Fig. 1: gate-type map
Drawn at 2 px/um.
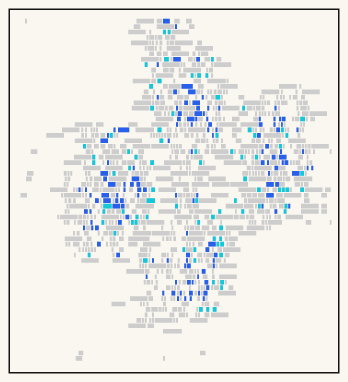
Fig. 2: I/O nets highlighted
Drawn at 2 px/um.
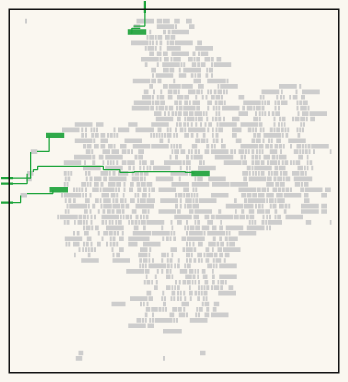
Fig. 3: clock wiring as the flow saved it
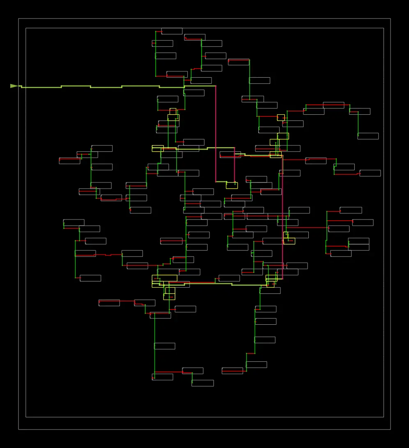
Fig. 4: sequential cells grouped by signal name
Drawn at 2 px/um. Other sequential cells in the stronger gray, the rest of the logic in the fainter gray.
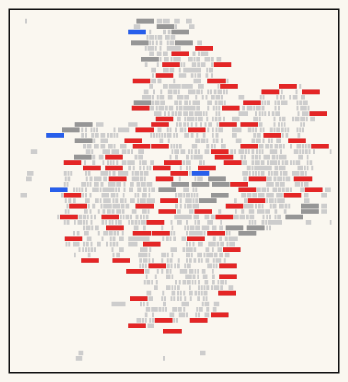
**config.mk**
```make
export PLATFORM = sky130hd
export DESIGN_NAME = btn_debounce_flat
export DESIGN_NICKNAME = d
export VERILOG_FILES = /design/src/rtl/btn_debounce_if.sv /design/src/rtl/btn_debounce.sv /design/src/flat_wrapper.sv
export SDC_FILE = /design/constraint.sdc
export NUM_CORES = 1
export LEC_CHECK = 0
export ABC_AREA = 1
export CAP_MARGIN = 30
export CORE_AREA = 3 3 161 178
export CTS_BUF_LIST = sky130_fd_sc_hd__clkbuf_8
export DETAILED_ROUTE_END_ITERATION = 12
export DIE_AREA = 0 0 164 181
export SYNTH_ARGS = -nofsm -noshare
export SYNTH_HDL_FRONTEND = slang
export SYNTH_SLANG_ARGS = --single-unit
export TNS_END_PERCENT = 5
```
**constraint.sdc**
```tcl
create_clock -name clk_100MHz -period 1.4 [get_ports clk_100MHz]
set_input_delay 0.21 -clock clk_100MHz [delete_from_list [all_inputs] [get_ports clk_100MHz]]
set_output_delay 0.21 -clock clk_100MHz [all_outputs]
set_load 0.005 [all_outputs]
```
**src/rtl/btn_debounce_if.sv**
```systemverilog
// Button bundle between the debouncer and its consumers.
// The slave modport is the debouncer. It takes the raw pins and returns the clean level and strobes.
// The master modport is the other side of that exchange.
interface btn_debounce_if #(
    parameter int unsigned N_BTN = 4
);
    logic [N_BTN-1:0] btn_raw;
    logic [N_BTN-1:0] btn_state;
    logic [N_BTN-1:0] btn_press;
    logic [N_BTN-1:0] btn_release;
    logic [N_BTN-1:0] btn_long;

    modport master (
        output btn_raw,
        input  btn_state,
        input  btn_press,
        input  btn_release,
        input  btn_long
    );

    modport slave (
        input  btn_raw,
        output btn_state,
        output btn_press,
        output btn_release,
        output btn_long
    );
endinterface

```
**src/rtl/btn_debounce.sv**
```systemverilog
// Push-button conditioner: per channel a 2-FF synchronizer, then a counter-based debounce FSM.
// Outputs are a clean level plus one-cycle press and release strobes.
// Define BTN_DEBOUNCE_LONG_PRESS_EN to build the per-channel hold counter that drives btn_long.
// Without it, btn_long is tied to 0.
module btn_debounce #(
    parameter int unsigned N_BTN           = 4,
    parameter int unsigned DEBOUNCE_CYCLES = 1000000,
    parameter int unsigned LONG_CYCLES     = 100000000
) (
    input logic           clk_100MHz,
    input logic           reset_n,
    btn_debounce_if.slave bus
);

    localparam int unsigned CNT_W = $clog2(DEBOUNCE_CYCLES + 1);
    localparam logic [CNT_W-1:0] CNT_ONE  = CNT_W'(1);
    localparam logic [CNT_W-1:0] CNT_LAST = CNT_W'(DEBOUNCE_CYCLES - 1);

    typedef enum logic [1:0] {
        S_LOW,
        S_WAIT_HIGH,
        S_HIGH,
        S_WAIT_LOW
    } state_e;

    logic [N_BTN-1:0] sync1_q;
    logic [N_BTN-1:0] btn_sync;
    state_e           fsm_q [N_BTN];
    logic [CNT_W-1:0] cnt_q [N_BTN];
    logic [N_BTN-1:0] state_q;
    logic [N_BTN-1:0] press_q;
    logic [N_BTN-1:0] release_q;
    logic [N_BTN-1:0] accept_high;
    logic [N_BTN-1:0] accept_low;

    // Two-stage synchronizer for the asynchronous button pins.
    always_ff @(posedge clk_100MHz or negedge reset_n) begin
        if (!reset_n) begin
            sync1_q  <= '0;
            btn_sync <= '0;
        end else begin
            sync1_q  <= bus.btn_raw;
            btn_sync <= sync1_q;
        end
    end

    // A new level is accepted on the DEBOUNCE_CYCLES-th consecutive clock at that level.
    always_comb begin
        accept_high = '0;
        accept_low  = '0;
        for (int i = 0; i < N_BTN; i++) begin
            accept_high[i] = (fsm_q[i] == S_WAIT_HIGH) && btn_sync[i] && (cnt_q[i] == CNT_LAST);
            accept_low[i]  = (fsm_q[i] == S_WAIT_LOW) && !btn_sync[i] && (cnt_q[i] == CNT_LAST);
        end
    end

    // Per-channel debounce FSM with registered level and strobes.
    always_ff @(posedge clk_100MHz or negedge reset_n) begin
        if (!reset_n) begin
            for (int i = 0; i < N_BTN; i++) begin
                fsm_q[i] <= S_LOW;
                cnt_q[i] <= '0;
            end
            state_q   <= '0;
            press_q   <= '0;
            release_q <= '0;
        end else begin
            press_q   <= accept_high;
            release_q <= accept_low;
            for (int i = 0; i < N_BTN; i++) begin
                case (fsm_q[i])
                    S_LOW: begin
                        if (btn_sync[i]) begin
                            fsm_q[i] <= S_WAIT_HIGH;
                            cnt_q[i] <= CNT_ONE;
                        end
                    end
                    S_WAIT_HIGH: begin
                        if (!btn_sync[i]) begin
                            fsm_q[i] <= S_LOW;
                            cnt_q[i] <= '0;
                        end else if (accept_high[i]) begin
                            fsm_q[i]   <= S_HIGH;
                            cnt_q[i]   <= '0;
                            state_q[i] <= 1'b1;
                        end else begin
                            cnt_q[i] <= cnt_q[i] + CNT_ONE;
                        end
                    end
                    S_HIGH: begin
                        if (!btn_sync[i]) begin
                            fsm_q[i] <= S_WAIT_LOW;
                            cnt_q[i] <= CNT_ONE;
                        end
                    end
                    S_WAIT_LOW: begin
                        if (btn_sync[i]) begin
                            fsm_q[i] <= S_HIGH;
                            cnt_q[i] <= '0;
                        end else if (accept_low[i]) begin
                            fsm_q[i]   <= S_LOW;
                            cnt_q[i]   <= '0;
                            state_q[i] <= 1'b0;
                        end else begin
                            cnt_q[i] <= cnt_q[i] + CNT_ONE;
                        end
                    end
                    default: begin
                        fsm_q[i] <= S_LOW;
                        cnt_q[i] <= '0;
                    end
                endcase
            end
        end
    end

    assign bus.btn_state   = state_q;
    assign bus.btn_press   = press_q;
    assign bus.btn_release = release_q;

`ifdef BTN_DEBOUNCE_LONG_PRESS_EN
    localparam int unsigned HOLD_W = $clog2(LONG_CYCLES + 1);
    localparam logic [HOLD_W-1:0] HOLD_ONE  = HOLD_W'(1);
    localparam logic [HOLD_W-1:0] HOLD_LAST = HOLD_W'(LONG_CYCLES - 1);
    localparam logic [HOLD_W-1:0] HOLD_MAX  = HOLD_W'(LONG_CYCLES);

    logic [HOLD_W-1:0] hold_q [N_BTN];
    logic [N_BTN-1:0]  long_q;

    // Hold counter runs from an accepted press and survives release bounce.
    // It saturates after the single long strobe.
    always_ff @(posedge clk_100MHz or negedge reset_n) begin
        if (!reset_n) begin
            for (int i = 0; i < N_BTN; i++) begin
                hold_q[i] <= '0;
            end
            long_q <= '0;
        end else begin
            long_q <= '0;
            for (int i = 0; i < N_BTN; i++) begin
                if (accept_high[i] || accept_low[i]) begin
                    hold_q[i] <= '0;
                end else if (fsm_q[i] == S_HIGH || fsm_q[i] == S_WAIT_LOW) begin
                    if (hold_q[i] == HOLD_LAST) begin
                        long_q[i] <= 1'b1;
                        hold_q[i] <= HOLD_MAX;
                    end else if (hold_q[i] != HOLD_MAX) begin
                        hold_q[i] <= hold_q[i] + HOLD_ONE;
                    end
                end
            end
        end
    end

    assign bus.btn_long = long_q;
`else
    // LONG_CYCLES only matters when the hold counter is built.
    localparam int unsigned unused_long_cycles = LONG_CYCLES;

    assign bus.btn_long = '0;
`endif

endmodule
```
**src/flat_wrapper.sv**
```systemverilog
// flat-port wrapper written by rule: the top's interface ports become plain ports
module btn_debounce_flat 
#(
    parameter int unsigned N_BTN           = 4,
    parameter int unsigned DEBOUNCE_CYCLES = 1000000,
    parameter int unsigned LONG_CYCLES     = 100000000
)
  (clk_100MHz, reset_n, bus_btn_raw, bus_btn_state, bus_btn_press, bus_btn_release, bus_btn_long);
  btn_debounce_if #(.N_BTN(N_BTN)) bus_i ();
  input logic clk_100MHz;
  input logic reset_n;
  input wire logic [$bits(bus_i.btn_raw)-1:0] bus_btn_raw;
  output wire logic [$bits(bus_i.btn_state)-1:0] bus_btn_state;
  output wire logic [$bits(bus_i.btn_press)-1:0] bus_btn_press;
  output wire logic [$bits(bus_i.btn_release)-1:0] bus_btn_release;
  output wire logic [$bits(bus_i.btn_long)-1:0] bus_btn_long;
  assign bus_i.btn_raw = bus_btn_raw;
  assign bus_btn_state = bus_i.btn_state;
  assign bus_btn_press = bus_i.btn_press;
  assign bus_btn_release = bus_i.btn_release;
  assign bus_btn_long = bus_i.btn_long;
  btn_debounce #(.N_BTN(N_BTN), .DEBOUNCE_CYCLES(DEBOUNCE_CYCLES), .LONG_CYCLES(LONG_CYCLES)) u_core (.clk_100MHz(clk_100MHz), .reset_n(reset_n), .bus(bus_i));
endmodule
```
==> flow_summary_export.csv <==
group,metric,value,unit
routing,dr.max_layer_used,"met4",
synth,synthTopCellsByArea,"dfrtp_1, nand2_1, nand3_1",
synth,synthAdderAreaFrac,0.00812,
synth,ys_warn_count,0,
worst_setup_path,worstSetupStartpointType,"flop",
synth,syn_area,6160,sq um
finish,layout.nets,1051,
power_and_ir_drop,p_int,5.24,mW
placement,dp_hpwl,11800,um
cts,h-tree-depth,3,
synth,yosysTopAreaCell,"dfrtp_1",
power_and_ir_drop,p_total,8.06,mW
global_route,grt_pass1_vias,5770,
finish,n_antenna_cell,0,
status,status,"complete, but fails checks",
routing,met2_length,8100,um
finish,final_layout_size_suffix_gt1_frac,0.284,
synth,syn_inst,873,
power_and_ir_drop,switching_power,2.82,mW
worst_hold_path,min_path_type,"in -> reg",
global_route,grt_start_max_net_pins,74,
worst_setup_path,crit_path_max_fanout,6,
flow_run,drv_cap,0,
synth,ys_seq_elements,108,
routing,dr_total_vias,6046,
power_and_ir_drop,p_leak,3.88,nW
synth,synth-edff-count,0,
timing,period_used_share,1.05,
synth,synth_top_area_share,0.438,
global_route,grt_pass1_wl,27100,um
synth,ys_seq_frac,0.438,
floorplan,die_h,181,um
cts,tritoncts,"done",
synth,ys_top_logic_family,"simple AND/OR/NAND/NOR gates",
timing,finalSetupViolCount,37,
placement,place_ws,-0.238,ns
power_and_ir_drop,pwr-share-seq,0.437,
floorplan,die-area,29700,sq um
routing,met3_length,397,um
power_and_ir_drop,combinationalPowerShare,0.307,
synth,flop_cell,"dfrtp_1",
floorplan,fp_util,0.228,
synth,ys_area,6160,sq um
routing,route.detailed.drc,0,
cts,root_buffer,"clkbuf_8",
routing,dr.pass1.iters,5,
timing,rsz0062_at_grt,"true",
timing,slew_violations,0,
synth,ys_sh_xor,0.0327,
routing,antenna_left,0,
synth,synth-simple-area-share,0.367,
synth,synthDistinctLibCells,29,
global_route,met1_usage,0.144,
synth,compound_area_frac,0.0729,
synth,ys_cells,873,
synth,async_reset_ff_frac,1.00,
synth,ys_sh_mux,0,
timing,layout_setup_ws,-0.0740,ns
routing,drtIter0Drc,300,
routing,m1WireLength,7630,um
power_and_ir_drop,p_sw_frac,0.350,
global_route,gr-total-overflow,0,
global_route,grt_use_met3,0.0209,
finish,area_growth,38.9,%
cts,path_clk_slew,0.11,ns
floorplan,die_x,164,um
flow_run,warnings,28,
status,violations,"setup timing",
worst_setup_path,worstPathRequired,1.68,ns
global_route,top_usage_layer,"met2",
timing,hold_viol,0,
placement,gp_congestion,0.844,
power_and_ir_drop,ir_drop,525,uV
timing,period_needed,1.47,ns
cts,cts_max_path_buffers,2,
global_route,use_met2,0.188,
synth,syn_avg_cell_area,7.06,sq um
worst_setup_path,end_kind,"flop",
routing,wire_per_inst,11.6,um
floorplan,rows,63,
global_route,grt_util_all_layers,0.110,
routing,via_per_inst,4.31,
global_route,antenna_found_initial,0,
finish,logic_area,3440,sq um
floorplan,fp.coreArea,27000,sq um
power_and_ir_drop,clkPwrFrac,0.255,
worst_setup_path,crit_type,"reg -> reg",
routing,drt-total-wl,16300,um
worst_setup_path,worstPathArrival,1.75,ns
timing,fmax,0.678,GHz
power_and_ir_drop,power_density,941,nW/um^2
finish,num-fill-cells,2809,
-- Fig. 1 (at the start) --
Key: blue = nor cells [cells 134]; cyan = aoi and oai cells [cells 82]
Comb area share: 0.402
fin cells: 1403
most numerous logic cell after layout: nand2_1

-- Fig. 2 (at the start) --
Key: green = bus_btn_raw [direction input, edge 3 left, 1 top, end cells 4, buffers 4, wire 180 um]
port bufs: 17
I/O pins: 22

-- Fig. 3 (at the start) --
TritonCTS buffer count: 9
clock tree sinks: 108
Seq cells: 108
clk latency late pin: 0.38 ns
Max Clock Skew: 0.0105 ns

-- Fig. 4 (at the start) --
Key: blue = u_core.sync1_q [sequential cells 4]; red = u_core.cnt_q [sequential cells 80]
Another 24 sequential cells are not colored.
Seq area share: 0.317
FF+latch area: 2710 sq um
post-layout util: 0.317
power in sequential cells: 3.52 mW

==> power groups by stage <==
stage               Sequential, mW  Clock (mW)  Combinational, mW
floorplan                     3.51           0               1.13
global placement              3.52           0               2.08
detailed placement            3.53           0               2.08
CTS                           3.49        2.14               2.25
global route                  3.55        2.26               2.71
finish                        3.52        2.06               2.48
==> sequential cells by signal (all words and copies together), names as in the netlist, named ones only <==
| signal | cells |
|---|---|
| u_core.bus.btn_press | 4 |
| u_core.btn_sync | 4 |
| u_core.fsm_q | 4 |
| u_core.bus.btn_state | 4 |
| u_core.sync1_q | 4 |
| u_core.cnt_q | 80 |
| u_core.bus.btn_release | 4 |
==> path summary, 6_finish.rpt <==
path	from	endpoint	slack, ns	cells past startpoint
worst max register to register	u_core.cnt_q[21]	u_core.cnt_q[38]	-0.07	9
worst min register to register	u_core.sync1_q[1]	u_core.btn_sync[1]	0.36	0
max in group asynchronous	reset_n	u_core.cnt_q[27]	0.60	3
worst max-delay path	u_core.cnt_q[21]	u_core.cnt_q[38]	-0.07	9
worst min-delay path	bus_btn_raw[1]	u_core.sync1_q[1]	0.26	1
min in group asynchronous	reset_n	u_core.cnt_q[69]	0.37	3
==> per-stage QoR <==
stage	util	instances	hold WS, ns	area (sq um)	TNS (ns)
final	0.317	1403	0.263	8560	-1.15
after global routing	0.317	1403	0.244	8560	-6.57
after CTS	0.302	1392	0.238	8170	-0.355
after detailed placement	0.286	1368	0.294	7720	-6.60
after global placement	0.286	1368	0.285	7720	-4.99
after floorplan	-	876	-0.0856	6180	0
==> Yosys cell counts, types with 2 or more instances <==
master / n
nand2_1: 286
nor2_1: 115
dfrtp_1: 108
inv_1: 103
nand3_1: 94
o21ai_0: 37
o22ai_1: 23
xor2_1: 18
nor2_2: 12
a21oi_1: 11
nand4_1: 10
buf_2: 7
o21ai_1: 7
buf_4: 5
nor3_1: 5
xnor2_1: 5
ha_1: 4
nand2_2: 4
or2_2: 4
nand3_2: 3
o21bai_1: 3
inv_2: 2
==> layout make-up <==
type                    instances  share of cell area
flip-flops and latches        108               0.317
inverters                     105              0.0469
clock inverters                 7             0.00965
multi-input cells             650               0.402
well taps                     357              0.0522
clock buffers                   9              0.0145
repair buffers                167               0.158
==> cells in the final DEF, fill, tap and decap left out, types with 18 or more instances in the layout <==
master | Yosys | layout
xor2_1 | 18 | 18
nand3_2 | 3 | 21
nand2_1 | 286 | 272
buf_4 | 5 | 138
dfrtp_1 | 108 | 101
o22ai_1 | 23 | 21
inv_1 | 103 | 95
nor2_2 | 12 | 41
nor2_1 | 115 | 70
o21ai_1 | 7 | 18
nand3_1 | 94 | 74
o21ai_0 | 37 | 26
==> critical path, stage by stage (launching register included) <==
cell     delay [ns]
dfrtp_1        0.43
ha_4           0.17
nand2_4        0.07
nor2_4         0.18
nand3_2        0.08
nor2_2         0.11
nor2_2         0.06
buf_6          0.14
nand2_1        0.05
o21ai_0        0.07
==> timing repair <==
action / in CTS / in global routing
hold buffers: 1 / 0
resized: 69 / 97
hold endpoints to repair: 108 / 0
buffers inserted: 6 / 12
pin swaps: 10 / 27
endpoints found under the setup margin: 101 / 90
gates cloned: 1 / 0
Power and IR drop assume default switching activity.
